`src/rtl/prio_encoder_pipe.sv`:
```
// Registered priority encoder with valid/ready handshake on both sides.
// Reports the winning index (fixed lowest-first or round-robin), a no-request flag and a popcount.
module prio_encoder_pipe #(
  parameter int WIDTH   = 8,
  parameter int RR_MODE = 0,
  localparam int IDX_W  = $clog2(WIDTH),
  localparam int CNT_W  = $clog2(WIDTH + 1)
) (
  input  logic             clk,
  input  logic             rst,
  input  logic [WIDTH-1:0] in_vec,
  input  logic             in_valid,
  output logic             in_ready,
  output logic [IDX_W-1:0] out_idx,
  output logic             out_none,
  output logic [CNT_W-1:0] out_count,
  output logic             out_valid,
  input  logic             out_ready
);

  localparam logic [IDX_W:0]   WIDTH_L = (IDX_W + 1)'(WIDTH);
  localparam logic [IDX_W-1:0] LAST_L  = IDX_W'(WIDTH - 1);

  logic             r_valid;
  logic [IDX_W-1:0] r_idx;
  logic             r_none;
  logic [CNT_W-1:0] r_count;
  logic [IDX_W-1:0] r_ptr;

  logic             w_accept;
  logic [IDX_W-1:0] w_start;
  logic [WIDTH-1:0] w_rot;
  logic [IDX_W-1:0] w_off;
  logic             w_any;
  logic [IDX_W:0]   w_sum;
  logic [IDX_W-1:0] w_win;
  logic [IDX_W-1:0] w_next_ptr;
  logic [CNT_W-1:0] w_pop;

  assign in_ready = !r_valid || out_ready;
  assign w_accept = in_valid && in_ready;
  assign w_start  = (RR_MODE != 0) ? r_ptr : '0;

  // Rotate so the search start sits at bit 0, then pick the lowest set bit of the rotated vector.
  always_comb begin
    w_rot = WIDTH'({in_vec, in_vec} >> w_start);
    w_off = '0;
    w_any = 1'b0;
    for (int unsigned k = WIDTH; k > 0; k--) begin
      if (w_rot[k-1]) begin
        w_off = IDX_W'(k - 1);
        w_any = 1'b1;
      end
    end
  end

  // Map the rotated offset back to an absolute index; explicit wrap handles non-power-of-two widths.
  assign w_sum      = {1'b0, w_start} + {1'b0, w_off};
  assign w_win      = (w_sum >= WIDTH_L) ? IDX_W'(w_sum - WIDTH_L) : IDX_W'(w_sum);
  assign w_next_ptr = (w_win == LAST_L) ? '0 : w_win + 1'b1;

  always_comb begin
    w_pop = '0;
    for (int unsigned k = 0; k < WIDTH; k++) begin
      w_pop = w_pop + CNT_W'(in_vec[k]);
    end
  end

  always_ff @(posedge clk) begin
    if (rst) begin
      r_valid <= 1'b0;
      r_idx   <= '0;
      r_none  <= 1'b0;
      r_count <= '0;
      r_ptr   <= '0;
    end else begin
      if (w_accept) begin
        r_valid <= 1'b1;
        r_idx   <= w_any ? w_win : '0;
        r_none  <= !w_any;
        r_count <= w_pop;
        if ((RR_MODE != 0) && w_any) begin
          r_ptr <= w_next_ptr;
        end
      end else if (r_valid && out_ready) begin
        r_valid <= 1'b0;
      end
    end
  end

  assign out_valid = r_valid;
  assign out_idx   = r_idx;
  assign out_none  = r_none;
  assign out_count = r_count;

endmodule

```
`config.mk`:
```
export PLATFORM = sky130hd
export DESIGN_NAME = prio_encoder_pipe
export DESIGN_NICKNAME = d
export VERILOG_FILES = /design/src/rtl/prio_encoder_pipe.sv
export SDC_FILE = /design/constraint.sdc
export NUM_CORES = 1
export LEC_CHECK = 0
export CORE_MARGIN = 2
export CORE_UTILIZATION = 41
export DETAILED_ROUTE_END_ITERATION = 12
export PLACE_DENSITY_LB_ADDON = 0.05
export REMOVE_ABC_BUFFERS = 1
export SYNTH_ARGS = -nofsm -noshare
export SYNTH_HDL_FRONTEND = slang
export SYNTH_SLANG_ARGS = --single-unit
```
`constraint.sdc`:
```
create_clock -name clk -period 3.9 [get_ports clk]
set_clock_uncertainty 0.1 [all_clocks]
set_input_delay 0.78 -clock clk [delete_from_list [all_inputs] [get_ports clk]]
set_output_delay 0.78 -clock clk [all_outputs]
set_load 0.05 [all_outputs]
```
==> changes_impl.md <==
### Changed

* Dominant Register Cell: sky130_fd_sc_hd__dfxtp_1
* Sum of negative setup slack at 0 ns
* Netlist area before placement at 563 um2
* Post-synthesis xor/xnor area fraction at 0.0156
* Biggest area consumer among synthesized cells: sky130_fd_sc_hd__dfxtp_1
* Wire length on met3 at 104 um
* Std-Cell Rows at 13
* Final worst path period need at 3.68 ns
* Hold violation total from the final report at 0
* Internal power at 0.190 mW
* Number of ports placed on the die boundary at 22
* Vert. Die Dim at 41.1 um
* Power per Cell Area at 347 nW/um2
* Final antenna-violating net count at 0
* HPWL after detailed placement at 955 um
* Static leakage at 0.369 nW
* Post-synthesis share of cell area spent on and-or and or-and gates at 0.158
* Post-Place Cells at 105
* Crit path cell chain: clkdlybuf4s50_1, inv_1, fa_1, fa_1, fa_1, inv_1, ha_1, inv_1, fa_1, xnor2_1, nand2_1, a21oi_1
* Synthesis-stage register bit count at 9
* Wire length on met2 at 538 um
* Proportion of cell area occupied by multi-input gates at 0.387
* Slowest cell on crit path: sky130_fd_sc_hd__fa_1
* Insertion Delay late pin at 0.26 ns
* Number of multi-input logic gates at 43
* Number of enable-type register cells in the synthesized netlist at 0
* Num CTS Buffers at 3
* Resized Gates After CTS at 0
* Number of hold buffers added after CTS at 0
* Weighted congestion at the end of routability-driven global placement at 0.674
* Top cells excl fill/tap: sky130_fd_sc_hd__clkdlybuf4s50_1, sky130_fd_sc_hd__inv_1, sky130_fd_sc_hd__nand2_1, sky130_fd_sc_hd__dfxtp_1, sky130_fd_sc_hd__a21oi_1
* Final-layout clock buffer total at 4
* Non-Clock Inverter Count at 14
* Worst EP required at 3.99 ns
* Most frequently placed logic cell in the final layout: sky130_fd_sc_hd__clkdlybuf4s50_1
* Vias in the first global route at 446
* Power Total at 0.290 mW
* Final critical-path setup slack at 0.218 ns
* Crit-path max cell delay at 0.55 ns
* Cell total in the yosys stat output at 68
* Setup WS pre-CTS at -0.0716 ns
* Number of warnings in the stage logs at 25
* Hold_ws at 0.361 ns
* Setup slack of the worst register-to-register path at 2.59 ns
* Number of design-rule violations left by the first detailed-router iteration at 5
* Total of plain and repair buffers excluding clock buffers at 24
* Count of warnings emitted by yosys at 0
* Average wire per cell in the routed design at 10.8 um
* Area share of and/or/nand/nor cells after synthesis at 0.191
* Library cell used as clock root buffer: sky130_fd_sc_hd__clkbuf_4
* Number of nets in the layout at 114
* Net Switching at 0.0996 mW
* Arrival time at the worst endpoint at 3.77 ns
* Cell depth of the worst setup path at 12
* Number of detailed-routing iterations run before antenna repair at 4
* Worst-path clk slew at 0.06 ns
* Reg power frac at 0.355
* Worst Setup Start Kind: primary input
* Number of vias in the routed layout at 528
* Clock sink count at 9
* Pin count of the biggest net entering global routing at 10
* Main area contributors: sky130_fd_sc_hd__dfxtp_1, sky130_fd_sc_hd__fa_1, sky130_fd_sc_hd__inv_1
* Antenna violations before repair at 0
* Critical Path Most Common Cell: sky130_fd_sc_hd__fa_1
* Maximum ir drop on the vdd rail at 0.210 mV
* Sequential area share after synthesis at 0.320
* Combinational cell fraction of total power at 0.406
* Placeable core area at 1280 um2
* Switching portion of total power at 0.344
* Unrepaired setup endpoints after global routing: false
* Setup crit end: out_count[2]
* IO Port Bufs at 21
* Non-Filler Instances at 109
* Launching instance or port of the critical path: in_vec[0]
* Maximum count of clock buffers along a single path at 2
* Max FFs per register at 4
* Yosys synthesis chip area at 563 um2
* Reg area at 180 um2
* Peak clock frequency supported by timing at 0.272 GHz
* End of the worst hold path: out_count[0]
* Dominant comb cell: adder cells
* Outcome: complete, no violations
* Reg2reg path depth at 4
* Non-Clock Buffer Area Fraction at 0.279
* Area delta synth->final at 48.0%
* Final clock-cell share at 0.0315
* Number of fill cells at 124
* Sequential share of cell area at 0.216
* Proportion of power drawn by the clock network at 0.239
* Period Utilization, post-route at 0.944
* Capture point of the worst reg-to-reg path: out_idx[2]
* Cell count after synthesis at 68
* H-tree depth at 1
* Classification of the worst setup path: primary input to register
* Number of max-slew violations in the final report at 0
* Max Cap Violations at 0
* Path type of the worst min-delay path: register to register
* Mux area share at 0
* Fraction of final layout cells sized beyond drive strength 1 at 0.0745
* Top cell area share at 0.320
* CP Buf/Inv Count at 4
* Sequential cells at 9
* Global-route wire length before repair at 1.77 mm
* Maximum fanout encountered on the critical timing path at 2
* Post-synthesis area per instance at 8.28 um2
* Vias per cell at 4.84
* Most numerous cell in the Yosys netlist: sky130_fd_sc_hd__inv_1
* Hold path start: out_count[0]
* Async SR Flop Fraction at 0
* Tap cell instance count at 15
* FA/HA/MAJ Cells, Area Fraction at 0.209
* Critical Path End Type: register
* Antenna Diode Count at 0
* Setup Fix Bufs, Post-CTS at 0
* Leading cell kind: logic gates
* Horizontal die dimension at 41.1 um
* Launching point of the worst reg2reg path: out_valid
* Worst-margin pin slew at 0.513 ns
* Met1 wire length at 530 um
* Count of final setup violators at 0
* Number of instances on the worst hold path at 2
* Synth top cells by count: sky130_fd_sc_hd__inv_1, sky130_fd_sc_hd__dfxtp_1, sky130_fd_sc_hd__nand2_1, sky130_fd_sc_hd__a21oi_1
* Grt ovf at 0
* Multi-input logic area at 323 um2
* Family with the most delay on the worst path: adder cells
* Number of library cell types mapped by synthesis at 22
* Core Util at FP at 0.438
* Overall chip area at 1690 um2
* Max layer used: met3
* Post-detailed-route DRC marker count at 0
power by group through the flow:
stage / Clock, mW / Combinational, mW / Sequential, mW
after floorplan: 0 / 0.0511 / 0.129
after global placement: 0 / 0.116 / 0.105
after detailed placement: 0 / 0.119 / 0.105
after CTS: 0.0713 / 0.120 / 0.103
after global routing: 0.0764 / 0.130 / 0.103
final: 0.0691 / 0.118 / 0.103
metrics by stage:
| step | util | cell area [um2] |
|---|---|---|
| finish | 0.648 | 833 |
| global route | 0.648 | 833 |
| CTS | 0.648 | 833 |
| detailed placement | 0.628 | 807 |
| global placement | 0.628 | 807 |
| floorplan | - | 556 |
Fig. 1: clock distribution
Drawn at 10 px/um.
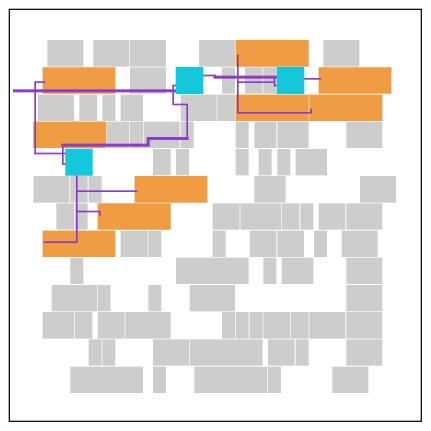
[purple] clock wires | length: 104 um
[orange] flip-flops | count: 9
[cyan] clock drivers | count: 3
routed clock nets: 4

Fig. 2: signal wires on met3
Drawn at 6 px/um.
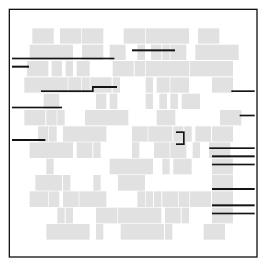
nets with wire on the layer: 14
main direction: horizontal
wire length on this layer: 104 um
share of all routed wire: 8.9%
longest straight run: 16.8 um

Fig. 3: metal layers overlaid
Drawn at 6 px/um.
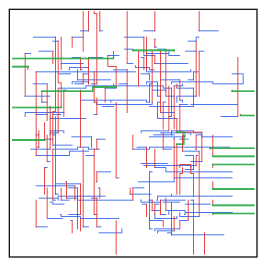
[blue] metal 1 | wire length: 531 um
[red] metal 2 | wire length: 539 um
[green] metal 3 | wire length: 104 um
gr usage total: 0.167
total length of routed wires: 1.17 mm

Fig. 4: track usage over the die
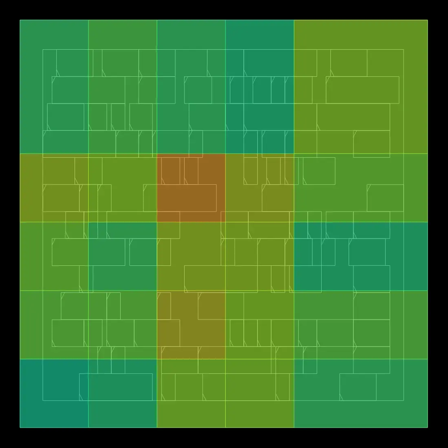
met3 track demand over resource in global routing: 0.0870
most congested layer reported by global routing: met2
final core utilization: 0.648
M1 GR Usage: 0.205
met2 GRT Util: 0.262

No activity file was given, so power comes from the tool's default toggle rates.
